Figure 1. Congestion heat map (run 1).
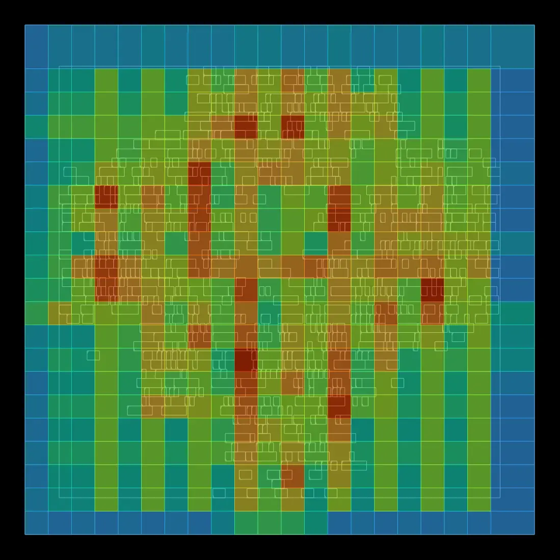
Figure 2. Signal wires on met2 (run 1).
The bar under the picture is 50 um long.
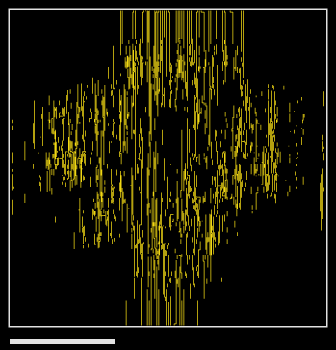
Figure 3. Logic cells by family (run 1).
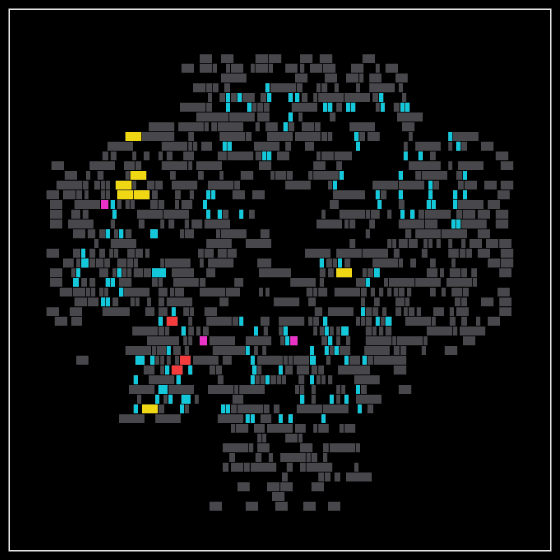
File: src/rtl/readout_pkg.sv
// Shared constants and state encoding for the fill readout sequencer.
// The trailer layout lives here so the sequencer and anything decoding its stream agree.
package readout_pkg;

   localparam logic [7:0] HDR_MARK = 8'hA5;
   localparam logic [7:0] TRL_MARK = 8'h5A;

   typedef enum logic [2:0] {
      ST_IDLE      = 3'd0,
      ST_POP       = 3'd1,
      ST_HEADER    = 3'd2,
      ST_STREAM    = 3'd3,
      ST_NEXT_CHAN = 3'd4,
      ST_TRAILER   = 3'd5,
      ST_DONE      = 3'd6
   } state_t;

   function automatic logic [31:0] trailer_word(input logic [4:0]  err_mask,
                                                input logic [15:0] word_count);
      return {TRL_MARK, 3'b000, err_mask, word_count};
   endfunction

endpackage

File: src/rtl/stream_out_reg.sv
// Single-entry output register for the tx stream: a word loads only while the slot is
// free, so data/last stay frozen for as long as the downstream stalls.
module stream_out_reg (
   input  logic        clk,
   input  logic        reset,
   input  logic        load,
   input  logic [31:0] load_data,
   input  logic        load_last,
   input  logic        tx_ready,
   output logic        tx_valid,
   output logic [31:0] tx_data,
   output logic        tx_last,
   output logic        free
);

   logic        valid_q, valid_d;
   logic [31:0] data_q, data_d;
   logic        last_q, last_d;

   // Free when empty or when the current word hands off this cycle.
   assign free = !valid_q || tx_ready;

   always_comb begin
      valid_d = valid_q;
      data_d  = data_q;
      last_d  = last_q;
      if (load) begin
         valid_d = 1'b1;
         data_d  = load_data;
         last_d  = load_last;
      end else if (valid_q && tx_ready) begin
         valid_d = 1'b0;
      end
   end

   always_ff @(posedge clk) begin
      if (reset) begin
         valid_q <= 1'b0;
         data_q  <= '0;
         last_q  <= 1'b0;
      end else begin
         valid_q <= valid_d;
         data_q  <= data_d;
         last_q  <= last_d;
      end
   end

   assign tx_valid = valid_q;
   assign tx_data  = data_q;
   assign tx_last  = last_q;

endmodule

File: src/rtl/readout_sequencer.sv
// Pops one fill number, streams a header, every channel's words in order, and a trailer
// carrying the timeout error mask and word count, then pulses chan_readout_done.
module readout_sequencer
   import readout_pkg::*;
#(
   parameter int TIMEOUT_CYCLES = 1024,
   parameter int NUM_CHAN       = 5
) (
   input  logic        clk,
   input  logic        reset,
   input  logic        fill_valid,
   input  logic [23:0] fill_num,
   output logic        fill_rd,
   output logic [2:0]  chan_sel,
   input  logic        chan_valid,
   input  logic [31:0] chan_data,
   input  logic        chan_last,
   output logic        chan_ready,
   output logic        tx_valid,
   output logic [31:0] tx_data,
   output logic        tx_last,
   input  logic        tx_ready,
   output logic        chan_readout_done,
   output state_t      dbg_state
);

   localparam int TMO_W = $clog2(TIMEOUT_CYCLES + 1);
   localparam logic [TMO_W-1:0] TMO_LAST  = TMO_W'(TIMEOUT_CYCLES - 1);
   localparam logic [2:0]       LAST_CHAN = 3'(NUM_CHAN - 1);

   state_t           state_q, state_d;
   logic [23:0]      fill_q, fill_d;
   logic [15:0]      wc_q, wc_d;
   logic [4:0]       err_q, err_d;
   logic [TMO_W-1:0] tmo_q, tmo_d;
   logic [2:0]       chan_sel_q, chan_sel_d;
   logic             issued_q, issued_d;

   logic        load;
   logic [31:0] load_data;
   logic        load_last;
   logic        out_free;
   logic        chan_accept;

   // Both ports use valid/ready: a word moves on any edge where valid && ready, the
   // source holds valid and payload steady until then, and ready may depend on valid.
   assign chan_ready  = (state_q == ST_STREAM) && out_free;
   assign chan_accept = chan_ready && chan_valid;

   always_comb begin
      state_d    = state_q;
      fill_d     = fill_q;
      wc_d       = wc_q;
      err_d      = err_q;
      tmo_d      = '0;
      chan_sel_d = chan_sel_q;
      issued_d   = issued_q;
      load       = 1'b0;
      load_data  = '0;
      load_last  = 1'b0;
      case (state_q)
         ST_IDLE: begin
            if (fill_valid) state_d = ST_POP;
         end
         ST_POP: begin
            fill_d     = fill_num;
            wc_d       = '0;
            err_d      = '0;
            chan_sel_d = '0;
            issued_d   = 1'b0;
            state_d    = ST_HEADER;
         end
         ST_HEADER: begin
            if (!issued_q) begin
               if (out_free) begin
                  load      = 1'b1;
                  load_data = {HDR_MARK, fill_q};
                  issued_d  = 1'b1;
               end
            end else if (tx_valid && tx_ready) begin
               state_d = ST_STREAM;
            end
         end
         ST_STREAM: begin
            // A word arriving on the expiry cycle wins over the timeout.
            if (chan_accept) begin
               load      = 1'b1;
               load_data = chan_data;
               wc_d      = wc_q + 16'd1;
               if (chan_last) state_d = ST_NEXT_CHAN;
            end else if (tmo_q == TMO_LAST) begin
               err_d   = err_q | (5'd1 << chan_sel_q);
               state_d = ST_NEXT_CHAN;
            end else begin
               tmo_d = tmo_q + 1'b1;
            end
         end
         ST_NEXT_CHAN: begin
            if (chan_sel_q == LAST_CHAN) begin
               issued_d = 1'b0;
               state_d  = ST_TRAILER;
            end else begin
               chan_sel_d = chan_sel_q + 3'd1;
               state_d    = ST_STREAM;
            end
         end
         ST_TRAILER: begin
            if (!issued_q) begin
               if (out_free) begin
                  load      = 1'b1;
                  load_data = trailer_word(err_q, wc_q);
                  load_last = 1'b1;
                  issued_d  = 1'b1;
               end
            end else if (tx_valid && tx_ready) begin
               state_d = ST_DONE;
            end
         end
         ST_DONE: begin
            state_d = ST_IDLE;
         end
         default: begin
            state_d = ST_IDLE;
         end
      endcase
   end

   always_ff @(posedge clk) begin
      if (reset) begin
         state_q    <= ST_IDLE;
         fill_q     <= '0;
         wc_q       <= '0;
         err_q      <= '0;
         tmo_q      <= '0;
         chan_sel_q <= '0;
         issued_q   <= 1'b0;
      end else begin
         state_q    <= state_d;
         fill_q     <= fill_d;
         wc_q       <= wc_d;
         err_q      <= err_d;
         tmo_q      <= tmo_d;
         chan_sel_q <= chan_sel_d;
         issued_q   <= issued_d;
      end
   end

   stream_out_reg u_out (
      .clk       (clk),
      .reset     (reset),
      .load      (load),
      .load_data (load_data),
      .load_last (load_last),
      .tx_ready  (tx_ready),
      .tx_valid  (tx_valid),
      .tx_data   (tx_data),
      .tx_last   (tx_last),
      .free      (out_free)
   );

   assign fill_rd           = (state_q == ST_POP);
   assign chan_readout_done = (state_q == ST_DONE);
   assign chan_sel          = chan_sel_q;
   assign dbg_state         = state_q;

endmodule

File: config.mk
export PLATFORM = sky130hd
export DESIGN_NAME = readout_sequencer
export DESIGN_NICKNAME = d
export VERILOG_FILES = /design/src/rtl/readout_pkg.sv /design/src/rtl/stream_out_reg.sv /design/src/rtl/readout_sequencer.sv
export SDC_FILE = /design/constraint.sdc
export NUM_CORES = 1
export LEC_CHECK = 0
export ABC_AREA = 1
export CORE_MARGIN = 10
export CORE_UTILIZATION = 26
export CTS_CLUSTER_DIAMETER = 30
export DETAILED_ROUTE_END_ITERATION = 16
export SYNTH_ARGS = -nofsm -noshare
export SYNTH_HDL_FRONTEND = slang
export SYNTH_HIERARCHICAL = 1
export SYNTH_SLANG_ARGS = --single-unit
File: constraint.sdc
create_clock -name clk -period 2 [get_ports clk]
set_input_delay 0.4 -clock clk [delete_from_list [all_inputs] [get_ports clk]]
set_output_delay 0.4 -clock clk [all_outputs]
set_load 0.01 [all_outputs]
==> notes.md, run 1 <==
Implementation numbers.

- The count of nets left with antenna violations once routing finished came out at 0.
- Per the summary, power density relative to cell area is approximately 1200 mW/mm^2.
- The detailed router finished its first iteration with about 170 violations.
- Along the worst path, the maximum fanout reaches 5.
- Per the final report, max-transition violations number 0.
- The run reported a max-capacitance violation count of 0.
- The top achievable clock speed is around 0.53 GHz.
- The area growth from synthesis to layout is 38.3%.
- The signal on the critical path passes through buf_4 -> clkdlybuf4s50_1.
- In this run the cell area of the synthesized design comes to 0.00446 mm^2.
- The highest ir drop seen on vdd is between 0.5 and 0.6 mV.
- In the Yosys report, the sequential cells make up 43.6% of the chip area.
- The DRC violation count after routing is 0.
- The synthesized area per cell is between 7 and 8 um^2.
- The fraction of the mapped netlist area in simple logic gates is 25.8%.
- When the netlist entered floorplanning its net count stood at 692.
- Once detailed placement completed, the half-perimeter wirelength came to 10.4 mm.
- The number of antenna violations at the first check in global routing is 0.
- The fraction of registers with async set or reset after synthesis is 0%.
- Per the synthesis report, the AND-OR/OR-AND share of the synthesized area is 17.7%.
- Setup repair after global routing left no endpoint under its margin.
- The filler cell count is roughly 1800.
- Per the skew report, the later register of the worst-skew pair sees a clock latency of 350 ps.
- The global placement routability congestion is 0.822.
- The nature of the critical path endpoint is an output port.
- The OpenROAD report gives the critical path a required time of 1600 ps.
- The number of placed instances, taps included, is 946.
- Entering global routing, the biggest net connects 36 pins.
- The multi-input gate area in the final layout is 0.00205 mm^2.
- The area fraction in full adders, half adders and majority gates is 1.96%.
- The final count of negative-setup-slack endpoints is 0.
- The flow ran to the end, and the final reports show no timing, DRC or antenna violations.
- The main flop type is dfxtp_1.
- The synthesized instance count is 623.
- The synthesized chip area reported by yosys is 0.00446 mm^2.
- After synthesis, the cell types taking the most area are dfxtp_1, nor2_1, nand2_1.
- The synthesis run shows multiplexers occupying 0% of the cell area.
- Among all stages on the critical path, the maximum delay recorded is 550 ps.
- The floorplan report gives the top-level pin count as 105.
-- Figure 1 (at the start) --
detail-routed net length per standard cell: 14.3 um
met3 usage in global routing: 3.82%
global-route met2 utilization: 18.7%
global routing's busiest layer: met2
gr usage total: 12.1%

-- Figure 2 (at the start) --
longest straight run: 53.7 um
main direction: vertical
wire length on this layer: 6180 um
share of all routed wire: 45%
total via count after detailed routing: 4324
final wirelength: 13.8 mm

-- Figure 3 (at the start) --
legend:
  yellow:
    family: fa/ha/maj cells
    cells: 7
    most_used: ha_1
  magenta:
    family: and/or cells
    cells: 3
    most_used: or2_2
  red:
    family: xor and xnor cells
    cells: 3
    most_used: xor2_1
  cyan:
    family: nor cells
    cells: 124
    most_used: nor2_1

==> run 1: layer usage <==
layer  vias up  GRT usage [%]  part of all wire (%)
li1       2252              -                     -
met1      1962           15.7                    47
met2        98           18.7                    45
met3        12           3.82                   7.1
met4         0           3.95                   1.5
met5         -              0                     0
==> run 1: worst max-delay path, delay by kind of cell, from the launching register on <==
family	cells	cell delay, ps
DFF	1	420
buffers and inverters	2	720
==> run 1: repair_timing <==
item                       4_1_cts  5_1_grt
setup endpoints to repair        3        0
resized                          4        0
buffers inserted                 0        0
==> run 1: power breakdown <==
part	internal (uW)	switching, uW
Sequential	2510	277
Combinational	1460	1760
Clock	883	779
==> run 1: area by class of cell <==
class / instances / area share, %
multi-input cells: 421 / 33.3
flip-flops and latches: 97 / 31.5
repair buffers: 132 / 21.5
inverters: 76 / 4.67
well taps: 220 / 4.47
clock buffers: 10 / 3.88
clock inverters: 6 / 0.670
==> run 1: registers in the layout (all words and copies together), names as in the netlist <==
register / count
u_out/tx_data: 32
dbg_state: 3
fill_q: 24
u_out/tx_valid: 1
u_out/tx_last: 1
tmo_q: 11
wc_q: 16
chan_sel: 3
err_q: 5
issued_q: 1
==> run 1: final timing paths <==
kind / to / depth (start not counted) / slack, ps
worst max register to register: chan_sel[1] / 9 / 330
worst max-delay path: dbg_state[1] / 2 / 120
worst min register to register: tmo_q[0] / 1 / 440
worst min-delay path: tmo_q[0] / 1 / 440
==> run 1: per-stage QoR <==
step / util (%) / worst slack, ps / instance area, um^2 / TNS [ps] / power, uW
3_5_place_dp: 35.2 / -124 / 5890 / -2650 / 6090
5_1_grt: 36.9 / 43.4 / 6160 / 0 / 8250
4_1_cts: 36.9 / 101 / 6160 / 0 / 7760
3_3_place_gp: 35.2 / -140 / 5890 / -1340 / 6060
6_report: 36.9 / 117 / 6160 / 0 / 7670
2_1_floorplan: - / 141 / 4460 / 0 / 4500
==> run 1: cell usage in the layout, fill, tap and decap left out, drive strengths merged, types with 2 or more instances in the layout <==
cell type	synthesis	routed
nand3	21	21
clkinv	0	4
or2	2	2
o221ai	17	17
xor2	3	3
buf	16	28
ha	7	7
nand4	11	11
nand2	110	110
clkbuf	13	10
a21oi	49	49
dlygate4sd2	0	3
inv	76	78
clkdlybuf4s50	0	101
nor2	117	117
o211ai	4	4
nor3b	3	3
dfxtp	97	97
nor3	4	4
o21ai	70	70
==> run 1: logic make-up after synthesis <==
family          count (synthesis)
simple gates                  269
fa+ha+maj                       7
flops                          97
xor+xnor                        3
buf+inv                       105
compound gates                142
Figure 4. M3 wires (run 1).
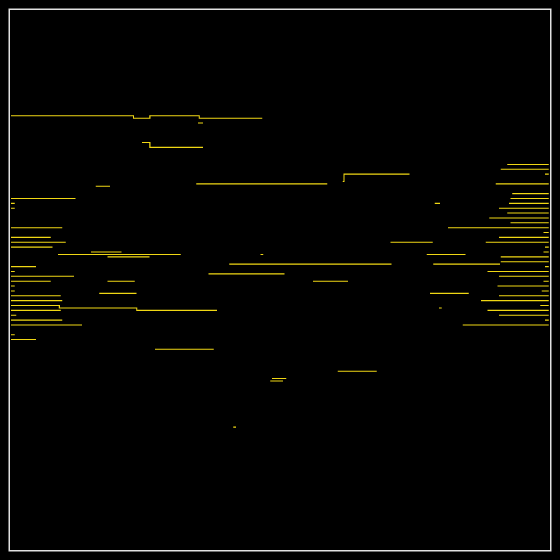

--- run 2 (diff from run 1) ---
--- a/config.mk
+++ b/config.mk
@@ -10,6 +10,8 @@
 export CORE_UTILIZATION = 26
 export CTS_CLUSTER_DIAMETER = 30
 export DETAILED_ROUTE_END_ITERATION = 16
+export PLACE_DENSITY_LB_ADDON = 0.1
+export SETUP_SLACK_MARGIN = 0.05
 export SYNTH_ARGS = -nofsm -noshare
 export SYNTH_HDL_FRONTEND = slang
 export SYNTH_HIERARCHICAL = 1
Figure 5. M3 wires (run 2).
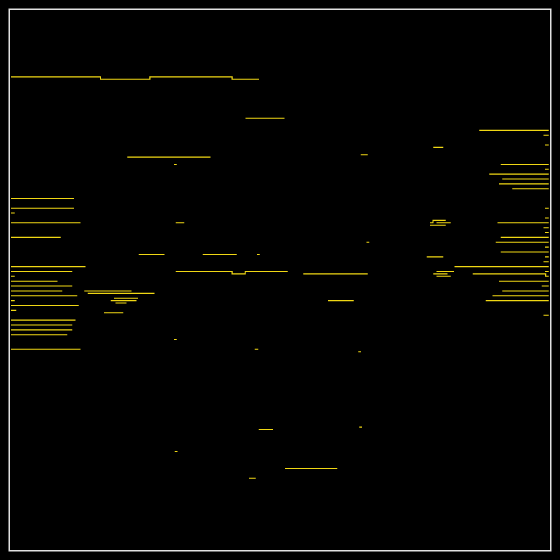
share of all routed wire: 5.7%
main direction: horizontal
longest straight run: 26.0 um
total via count after detailed routing: 4377
final wirelength: 14.4 mm

==> run 2 against run 1 <==
Total power grew 2.0%. Setup slack gained 26 ps. Die area is the same. Fmax grew 1.4%. Non-clock buffer count grew 3. Combinational power is essentially flat.
==> notes.md, run 2 <==
Implementation numbers.

- Of the total synthesized cell area, the portion taken by AND, OR, NAND and NOR gates is roughly 26%.
- The fraction of registers with async set or reset after synthesis is 0%.
- The total power consumption of the routed design is 7820 uW.
- The number of nets handed over by synthesis was 692.
- The global placement routability congestion is 0.848.
- Per the post-synthesis stats, the area per cell is 7.16 um^2.
- The synthesized instance count is 623.
- The synthesized netlist occupies a cell area of 0.00446 mm^2.
- In this run the worst path has a maximum fanout of 2.
- The filler cell count is 1800.
- The final antenna-violating net count is 0.
- The register with the most flip-flops in the layout has 32 of them.
- The sequential-to-total area share from yosys stat is between 40% and 50%.
- The clock latency on the worst-skew pair is 350 ps.
- STA lists the endpoint of the worst register-to-register path as chan_sel[2].
- The nature of the critical path endpoint is an output port.
- After legalization and detailed placement, the total HPWL measured about 11 mm.
- The run finished with clean final reports.
- Per the finish-stage timing summary, setup violations number 0.
- The DRC violation count after routing is 0.
- Dividing the detail-routed wire length by the instance count gives about 15 um.
- Relative to the synthesized area, the layout overhead comes to 39.1%.
- Counting tap cells, the placed design contains a total of about 950 instances.
- The cell area reported after detailed placement is 0.00587 mm^2.
- The tally of max-capacitance violations is 0.
- The cell-mix breakdown from Yosys lists the compound-gate area share as 17.7%.
- By instance count after routing, the leading logic cell type is nor2_1.
- The main flop type is dfxtp_1.
- The worst-case hold path end point is tmo_q[0].
- The count of pins over their slew limit is 0.
- The worst register-to-register path has a depth of 8.
- The highest ir drop seen on vdd is approximately 0.63 mV.
Figure 6. Signal wires on met2 (run 2).
The bar under the picture is 50 um long.
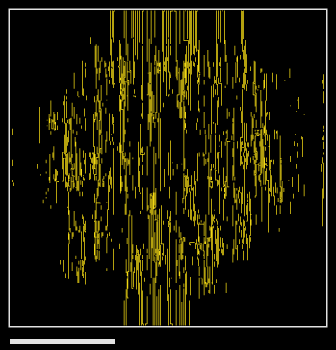
share of all routed wire: 45%
longest straight run: 47.6 um
wire length on this layer: 6520 um
nets with wire on the layer: 639
main direction: vertical

-- run 2: netlist changes by cell type in the layout (fill, tap and decap cells not counted), sizes merged --
cell and change:
bufinv +1, inv -2, clkbuf +2, buf +3
clkinv -1
-- run 2: per-stage QoR --
stage,setup TNS [ps],util (%),hold WS (ps),worst slack (ps)
floorplan,0,-,418,141
global placement,-2770,35.1,434,-169
detailed placement,-4090,35.1,437,-160
CTS,0,36.9,448,131
global route,0,37.1,464,50.5
finish,0,37.1,445,142
-- run 2: how the worst max path moves through the flow --
stage,to,cells past startpoint,slack (ps)
finish,chan_ready,6,140
global route,u_out/tx_data[9],13,50
floorplan,u_out/tx_data[16],12,140
detailed placement,u_out/tx_data[2],12,-160
CTS,dbg_state[2],2,130
global placement,chan_ready,6,-170
-- run 2: power by group --
group / switching, uW / leakage (uW) / internal (uW)
Clock: 776 / 0.000147 / 1010
Sequential: 320 / 0.000793 / 2520
Combinational: 1740 / 0.00156 / 1450
Total: 2840 / 0.00250 / 4980
-- run 2: cell families after synthesis --
kind of cell / after synthesis
AND-OR/OR-AND: 142
AND/OR/NAND/NOR: 269
adder cells (fa/ha/maj): 7
flip-flops: 97
XOR/XNOR: 3
buffers and inverters: 105
-- run 2: timing repair --
action | in CTS | in global routing
gates resized | 7 | 6
buffers inserted | 0 | 1
endpoints found under the setup margin | 4 | 21
cloned | 0 | 1
pin swaps | 0 | 1
-- run 2: final cells by class --
cell class	count	area share, %
multi-input combinational	421	33.3
tap	220	4.44
sequential	97	31.4
clock inverter	4	0.848
clock buffer	12	3.98
timing repair buffer	135	21.4
inverter	76	4.64
-- run 2: layer usage --
layer,vias up,part of all wire [%],GRT usage [%]
met5,-,0,0
met4,0,1.9,5.29
met3,16,5.7,3.13
met2,105,45,19.8
met1,2003,47,16.0
li1,2253,-,-
-- run 2: critical path: stages --
cell and delay (ps):
clkdlybuf4s50_1 480, inv_1 50, nand2_1 70, inv_1 60, nor2_1 110, dlygate4sd2_1 290
Power figures rest on the tool's default switching activity, not on a simulated workload.
